`src/rtl/uart_tx_serializer.sv`:
```
// Asynchronous-frame transmitter: accepts a parallel word over valid/ready and
// shifts out start, LSB-first data, optional parity and stop bits on baud_tick.
module uart_tx_serializer #(
  parameter int DATA_BITS = 8,
  parameter int PARITY    = 0,
  parameter int STOP_BITS = 1
) (
  input  logic                 clk,
  input  logic                 rst,
  input  logic                 baud_tick,
  input  logic [DATA_BITS-1:0] tx_data,
  input  logic                 tx_valid,
  output logic                 tx_ready,
  output logic                 tx,
  output logic                 busy,
  output logic                 tx_done
);

  localparam int CW = $clog2(DATA_BITS + 1);
  localparam logic [CW-1:0] LAST_DATA = CW'(DATA_BITS - 1);
  localparam logic [CW-1:0] LAST_STOP = CW'(STOP_BITS - 1);

  typedef enum logic [2:0] {
    IDLE,
    ARMED,
    START,
    DATA,
    PAR,
    STOP
  } state_t;

  state_t                 state_reg, state_next;
  logic [DATA_BITS-1:0]   shift_reg, shift_next;
  logic [CW-1:0]          cnt_reg, cnt_next;
  logic                   par_reg, par_next;
  logic                   tx_reg, tx_next;
  logic                   done_reg, done_next;

  always_ff @(posedge clk) begin
    if (rst) begin
      state_reg <= IDLE;
      shift_reg <= '0;
      cnt_reg   <= '0;
      par_reg   <= 1'b0;
      tx_reg    <= 1'b1;
      done_reg  <= 1'b0;
    end else begin
      state_reg <= state_next;
      shift_reg <= shift_next;
      cnt_reg   <= cnt_next;
      par_reg   <= par_next;
      tx_reg    <= tx_next;
      done_reg  <= done_next;
    end
  end

  always_comb begin
    state_next = state_reg;
    shift_next = shift_reg;
    cnt_next   = cnt_reg;
    par_next   = par_reg;
    tx_next    = tx_reg;
    done_next  = 1'b0;
    unique case (state_reg)
      IDLE: begin
        tx_next = 1'b1;
        if (tx_valid) begin
          // Parity is computed from the whole word at acceptance, before shifting.
          state_next = ARMED;
          shift_next = tx_data;
          cnt_next   = '0;
          par_next   = (PARITY == 1) ? ~(^tx_data) : (^tx_data);
        end
      end
      ARMED: begin
        if (baud_tick) begin
          state_next = START;
          tx_next    = 1'b0;
        end
      end
      START: begin
        if (baud_tick) begin
          state_next = DATA;
          tx_next    = shift_reg[0];
          shift_next = shift_reg >> 1;
          cnt_next   = '0;
        end
      end
      DATA: begin
        if (baud_tick) begin
          if (cnt_reg == LAST_DATA) begin
            cnt_next = '0;
            if (PARITY != 0) begin
              state_next = PAR;
              tx_next    = par_reg;
            end else begin
              state_next = STOP;
              tx_next    = 1'b1;
            end
          end else begin
            cnt_next   = cnt_reg + CW'(1);
            tx_next    = shift_reg[0];
            shift_next = shift_reg >> 1;
          end
        end
      end
      PAR: begin
        if (baud_tick) begin
          state_next = STOP;
          tx_next    = 1'b1;
          cnt_next   = '0;
        end
      end
      STOP: begin
        tx_next = 1'b1;
        if (baud_tick) begin
          if (cnt_reg == LAST_STOP) begin
            state_next = IDLE;
            done_next  = 1'b1;
            cnt_next   = '0;
          end else begin
            cnt_next = cnt_reg + CW'(1);
          end
        end
      end
      default: begin
        state_next = IDLE;
        tx_next    = 1'b1;
      end
    endcase
  end

  assign tx_ready = (state_reg == IDLE);
  assign busy     = (state_reg != IDLE);
  assign tx       = tx_reg;
  assign tx_done  = done_reg;

endmodule
```
`config.mk`:
```
export PLATFORM = sky130hd
export DESIGN_NAME = uart_tx_serializer
export DESIGN_NICKNAME = d
export VERILOG_FILES = /design/src/rtl/uart_tx_serializer.sv
export SDC_FILE = /design/constraint.sdc
export NUM_CORES = 1
export LEC_CHECK = 0
export CAP_MARGIN = 20
export CORE_AREA = 2 2 51 53
export CTS_BUF_LIST = sky130_fd_sc_hd__clkbuf_16
export DETAILED_ROUTE_END_ITERATION = 8
export DIE_AREA = 0 0 53 55
export PLACE_DENSITY = 0.63
export SLEW_MARGIN = 20
export SYNTH_ARGS = -nofsm -noshare
export SYNTH_HDL_FRONTEND = slang
export SYNTH_SLANG_ARGS = --single-unit
```
`constraint.sdc`:
```
create_clock -name clk -period 3.3 [get_ports clk]
set_input_delay 0.66 -clock clk [delete_from_list [all_inputs] [get_ports clk]]
set_output_delay 0.66 -clock clk [all_outputs]
set_load 0.02 [all_outputs]
```
Run 1, clock wires, drivers and flops:
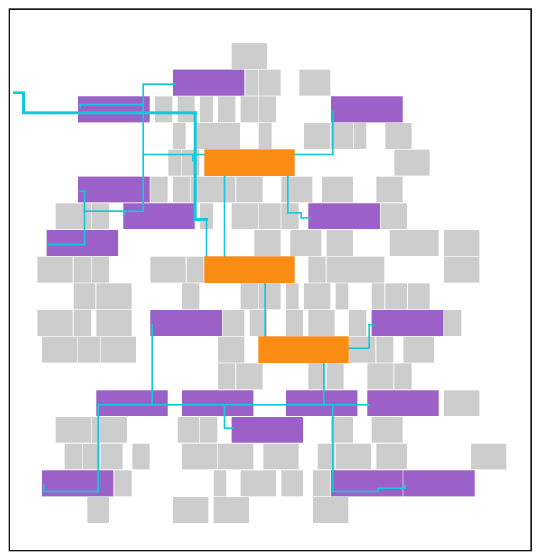
[clock drivers] orange | count: 3
[clock wires] cyan | length: 216 um
[flip-flops] purple | count: 17
routed clock nets	4
Clk. pwr: 240 uW
clock skew: 0.00120 ns
Latency at later pin: 0.24 ns

Run 1, placement by cell class:
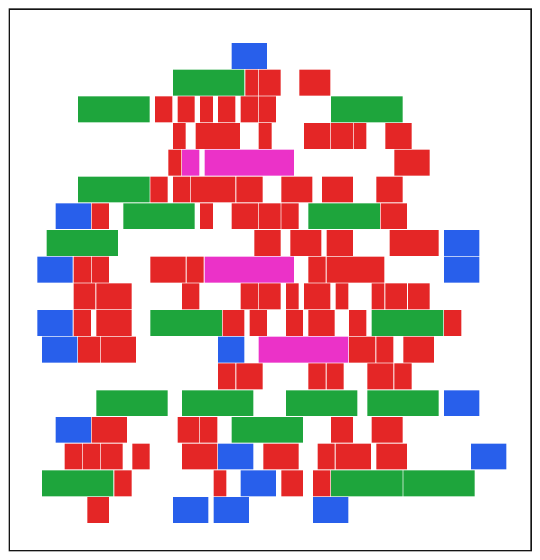
class	colour	cells	share of their area
sequential cells	green	17	29%
clock drivers and dummy loads	magenta	4	6.8%
remaining buffers and delay cells	blue	16	13%
combinational and other logic	red	90	51%
Layout Utilization: 0.511
total core area: 2360 sq um
post-layout instance area: 1210 sq um

Run 1, clock nets:
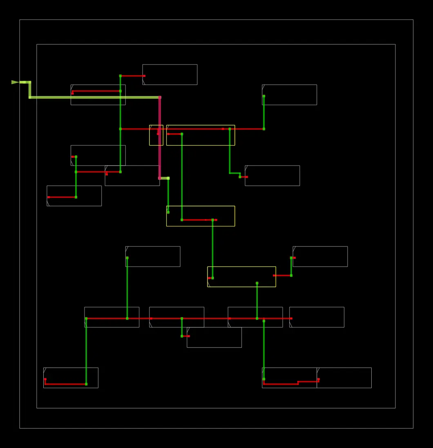
cts bufs inserted: 3
Sink Count: 17
CLK BUF: 3
seq_cells: 17

==> results_dict.tcl, run 1 <==
# implementation run metrics
set metrics [dict create \
    track_usage 0.161 \
    cp-end-kind "primary output" \
    cts_buffer_depth 2 \
    grt_max_degree 30 \
    hold_buffers 0 \
    numPortBuffers 15 \
    regToRegSetupSlack_ns 1.48 \
    nNetsFinal 142 \
    vias_per_cell 5.64 \
    dp.final_hpwl_um 1380 \
    vias 885 \
    ys_top_logic_family "simple AND/OR/NAND/NOR gates" \
    whs_ns 0.475 \
    die_w_um 53 \
    holdPathEnd "shift_reg[4]" \
    reg2reg_to "shift_reg[7]" \
    synthDistinctLibCells 37 \
    dpl.cell_count 153 \
    synth.avg_cell_area_sq_um 8.52 \
    synth-compound-area-share 0.196 \
    powerComb_uw 93.8 \
    instances_no_fill 157 \
    met1_length_um 981 \
    worstPathRequired_ns 2.64 \
    numSynthFlops 17 \
    hold_viol_final 0 \
    crit_type "reg -> out" \
    irDropWorstVdd_mv 0.237 \
    max_stage_delay_ns 0.59 \
    num_rows 18 \
    use_met3 0.0242 \
    p_int_uw 427 \
    gr-total-overflow 0 \
    ys_seq_share 0.341 \
    ff_type "dfxtp_1" \
    yosysWarnings 0 \
    synthArstFlopShare 0 \
    status "complete, no violations" \
    place_congestion 0.752 \
    dp_slack_ns 0.834 \
    fp_nets 131 \
    crit_cells 3 \
    crit_slowest_cell "clkdlybuf4s50_1" \
    rsz0062_at_grt "no" \
    layout_setup_ws_ns 0.778 \
    edf_count 0 \
    p_switching_uw 137 \
    cts_resized 0 \
    p_seq_uw 230 \
    startpoint "state_reg[1]" \
    grt_pass1_wl_um 3460 \
    totalPowerFinal_uw 565 \
    yosys_area_sq_um 997 \
    first_global_vias 830 \
    final_antenna_net_count 0 \
    htreeDepth 1 \
    maxCapViolCount 0 \
    reg2reg_from "state_reg[1]" \
    lay_top_count "dfxtp_1" \
    fmax_mhz 397 \
    period_used_share 0.764 \
    antenna_found_initial 0 \
    power_leader "clock" \
    power_frac_seq 0.408 \
    grt_use_met1 0.192 \
    combPwrFrac 0.166 \
    clockRootBuffer "clkbuf_16" \
    largest_reg_flops 8 \
    worstHoldPathCells 2 \
    first_iter_violations 7 \
    top_layer "met4" \
    met2_length_um 1000 \
    post-cts-setup-buffer-count 0 \
    rr_worst_depth 3 \
    p_sw_frac 0.243 \
    xor_share 0.00878 \
    cp-endpoint "tx_ready" \
    powerDensity_nw_per_um2 467 \
    synthCells 117 \
    grt_use_met2 0.292 \
    cp.arrival_ns 1.86 \
    slew_headroom 0.564 \
    clockPowerShare 0.426 \
    busiest_layer "met2" \
    min_period_ns 2.52 \
    routed_wl_um 2060 \
    drt_first_pass_iters 4 \
    area_growth_pct 21.2 \
    setup_viol 0 \
    pin_count 16 \
    cp_top_family "buffers and inverters" \
    avgRoutedWirePerCell_um 13.1 \
    drc 0 \
    ys_sh_adder 0.0251 \
    worstHoldPathType "reg -> reg" \
    fin_tns_setup_ns 0 \
    cts.reportedPaths.clkPinSlew_ns 0.05 \
    tightest_slew_ns 0.653 \
    die_area_sq_um 2920 \
    crit_buf_inv 2 \
    ys_sh_mux 0.0703 \
    postPlaceCellArea_sq_um 1130 \
    wl_met3_um 62 \
    crit_fanout 17 \
    drv_slew 0 \
    simple_gate_share 0.280 \
    die_h_um 55 \
    worstHoldStart "shift_reg[4]" \
    drive_gt1_frac 0.0866 \
    syn_area_sq_um 997 \
    yosysCellCount 117 \
    leakagePower_uw 0.000456 \
    start_kind "flip-flop" \
    cts_tree "built" \
    diodes 0 \
    fp_util 0.422 \
    layout_top_cells "17 x dfxtp_1, 15 x clkdlybuf4s50_1, 13 x a21oi_1" \
    path_cells "or3_2 -> inv_1 -> clkdlybuf4s50_1" \
    tool_warnings 27 \
]
==> run 1: layout make-up <==
type,count,area [sq um]
Inverter,4,15.0
Timing Repair Buffer,16,158
Fill cell,235,1160
Clock buffer,3,75.1
Tap cell,30,37.5
Clock inverter,1,5.00
Multi-Input combinational cell,86,578
Sequential cell,17,340
==> run 1: cell usage after synthesis, drive strengths merged, types with 2 or more instances <==
cell type  instances  area (sq um)
a21oi             13          65.1
a31oi              2          12.5
and3               2          15.0
buf                4          35.0
clkbuf             6          28.8
dfxtp             17           340
ha                 2          25.0
inv                4          15.0
mux2i              7          70.1
nand2              5          18.8
nand2b             2          12.5
nand3              7          40.0
nand3b             6          45.0
nand4b             2          17.5
nor2               2          7.51
nor3               2          10.0
o21ai             11          55.1
or3               10          63.8
or4b               2          23.8
Run 1, drive-strength map:
Bar = 20 um.
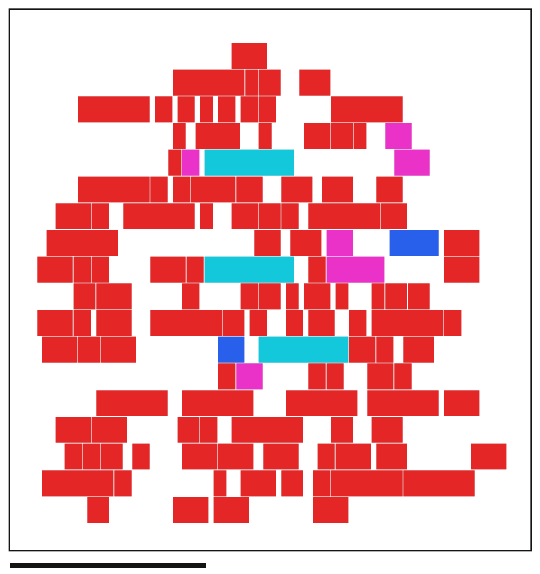

==> run 2, diff against run 1 <==
--- a/config.mk
+++ b/config.mk
@@ -10,7 +10,7 @@
 export CTS_BUF_LIST = sky130_fd_sc_hd__clkbuf_16
 export DETAILED_ROUTE_END_ITERATION = 8
 export DIE_AREA = 0 0 53 55
-export PLACE_DENSITY = 0.63
+export PLACE_DENSITY = 0.65
 export SLEW_MARGIN = 20
 export SYNTH_ARGS = -nofsm -noshare
 export SYNTH_HDL_FRONTEND = slang
==> constraint.sdc (replaced) <==
create_clock -name clk -period 2.29 [get_ports clk]
set_input_delay 0.458 -clock clk [delete_from_list [all_inputs] [get_ports clk]]
set_output_delay 0.458 -clock clk [all_outputs]
set_load 0.02 [all_outputs]
Run 2, drive-strength map:
Bar = 20 um.
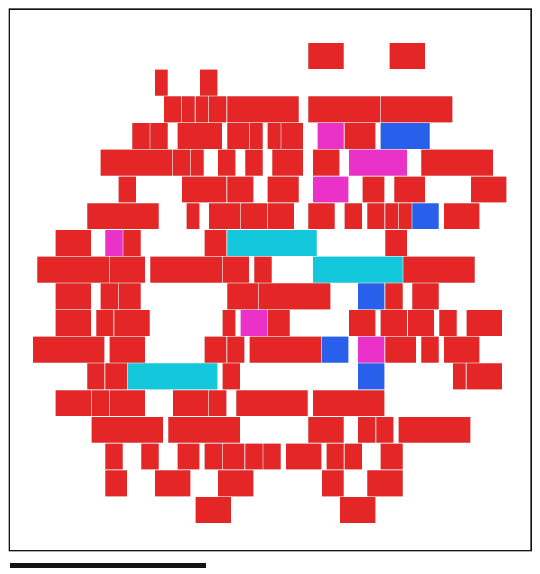
size	colour	cells
_3 and _4 cells	blue	5
_6 and larger	cyan	3
_2 cells	magenta	6
_0 and _1 cells	red	116
non-clock buffer count: 19
post-route setup slack: 0.145 ns

Run 2, clock nets:
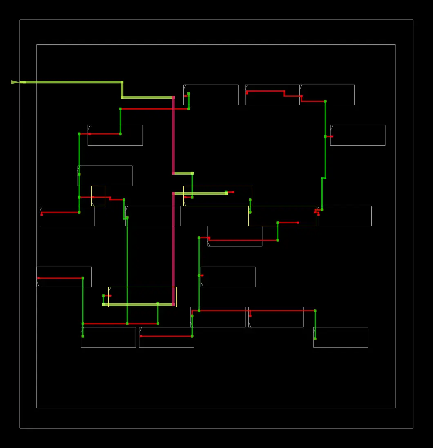
Latency at later pin: 0.25 ns
Clk. pwr: 355 uW
clock skew: 0.00136 ns

==> run 2 against run 1 <==
Effect of this change: clock power increased by 48%; register-to-register slack worse by 0.95 ns; total power rose by 47%; clock skew is essentially flat; routed wire length increased by 1.8%; largest power group unchanged.
==> results_dict.tcl, run 2 <==
# implementation run metrics
set metrics [dict create \
    yosys.area.top_type_share 0.341 \
    grt_pass1_wl_um 3580 \
    routed_wl_um 2090 \
    grt_max_degree 30 \
    drt_first_pass_iters 4 \
    path_cells "or3_2 -> inv_1 -> clkdlybuf4s50_1" \
    first_global_vias 811 \
    worstHoldStart "shift_reg[6]" \
    ys_seq_share 0.341 \
    dp_slack_ns 0.275 \
    whs_ns 0.475 \
    die_w_um 53 \
    diodes 0 \
    layout_top_cells "17 x dfxtp_1, 15 x clkdlybuf4s50_1, 13 x a21oi_1" \
    die_h_um 55 \
    tightest_slew_ns 0.645 \
    edf_count 0 \
    fp_nets 131 \
    numSynthFlops 17 \
    vias_per_cell 5.69 \
    ff_count 17 \
    start_kind "flip-flop" \
    first_iter_violations 15 \
    synth_top_cell_by_count "dfxtp_1" \
    coreArea_sq_um 2360 \
    ff_latch_area_sq_um 340 \
    final_core_util 0.521 \
    comb_share 0.470 \
    powerDensity_nw_per_um2 672 \
    totalPowerFinal_uw 828 \
    holdPathEnd "shift_reg[6]" \
    slew_headroom 0.568 \
    cp_top_family "buffers and inverters" \
    rr_worst_depth 6 \
    antenna_found_initial 0 \
    area_growth_pct 23.5 \
    ys_sh_mux 0.0703 \
    busiest_layer "met2" \
    synthDistinctLibCells 37 \
    yosysTopAreaCell "dfxtp_1" \
    cts.sinks 17 \
    wl_met3_um 107 \
    setup_viol 0 \
    die_area_sq_um 2920 \
    worstPathRequired_ns 1.83 \
    cts_tree "built" \
    htreeDepth 1 \
    gr-total-overflow 0 \
    vias 910 \
    hold_buffers 0 \
    comb_area_sq_um 578 \
    period_used_share 0.937 \
    cts_buffer_depth 2 \
    cts_buffers 3 \
    tool_warnings 27 \
    ys_top_logic_family "simple AND/OR/NAND/NOR gates" \
    ys_top_cells_by_area "dfxtp_1 34%, mux2i_1 7.0%, a21oi_1 6.5%, or3_1 5.6%, o21ai_0 5.5%" \
    ys_sh_adder 0.0251 \
    p_int_uw 621 \
    reg2reg_from "cnt_reg[0]" \
    lay_top_count "dfxtp_1" \
    num_rows 18 \
    cts.reportedPaths.clkPinSlew_ns 0.05 \
    met2_length_um 1020 \
    yosysCellCount 117 \
    leakagePower_uw 0.000472 \
    p_switching_uw 206 \
    largest_reg_flops 8 \
    synth.avg_cell_area_sq_um 8.52 \
    largestClassByArea "combinational gates" \
    grt_use_met2 0.327 \
    min_period_ns 2.15 \
    final_antenna_net_count 0 \
    instances_no_fill 160 \
    worstHoldPathCells 2 \
    xor_share 0.00878 \
    regToRegSetupSlack_ns 0.53 \
    clockPowerShare 0.429 \
    top_cells_by_count "17 x dfxtp_1, 13 x a21oi_1, 11 x o21ai_0" \
    fin_area_sq_um 1230 \
    yosys_area_sq_um 997 \
    met1_length_um 939 \
    nNetsFinal 145 \
    clkbuf_count 3 \
    tapCellCount 30 \
    status "complete, no violations" \
    top_layer "met4" \
    use_met3 0.0484 \
    track_usage 0.170 \
    nonClkBufAreaFrac 0.146 \
    num-multi-input-gates 86 \
    p_sw_frac 0.249 \
    num-nonclk-inverters 4 \
    numPortBuffers 15 \
    avgRoutedWirePerCell_um 13.1 \
    cp-end-kind "primary output" \
    pin_count 16 \
    grt_use_met1 0.181 \
    cp.arrival_ns 1.69 \
    drc 0 \
    power_frac_seq 0.389 \
    clock_area_frac 0.0650 \
    hold_viol_final 0 \
    reg2reg_to "state_reg[2]" \
    simple_gate_share 0.280 \
    yosysWarnings 0 \
    crit_slowest_cell "clkdlybuf4s50_1" \
    ff_type "dfxtp_1" \
    dpl.cell_count 156 \
    crit_buf_inv 2 \
]
[run 2: cell counts after synthesis]
No cell type changed its count.
[run 2: power by group through the flow]
stage | logic, uW | clock network [uW] | registers, uW
finish | 150 | 355 | 322
global placement | 147 | 0 | 327
floorplan | 100 | 0 | 330
global route | 166 | 370 | 324
detailed placement | 151 | 0 | 328
CTS | 151 | 360 | 322
[run 2: how the worst max path moves through the flow]
stage                  from           end  cells after the start
2_1_floorplan  state_reg[2]      tx_ready                      4
3_3_place_gp      baud_tick  shift_reg[7]                      4
3_5_place_dp      baud_tick  shift_reg[7]                      4
4_1_cts        state_reg[0]      tx_ready                      3
5_1_grt        state_reg[2]      tx_ready                      3
6_report       state_reg[2]      tx_ready                      3
Power is estimated from default activity; no workload was simulated.
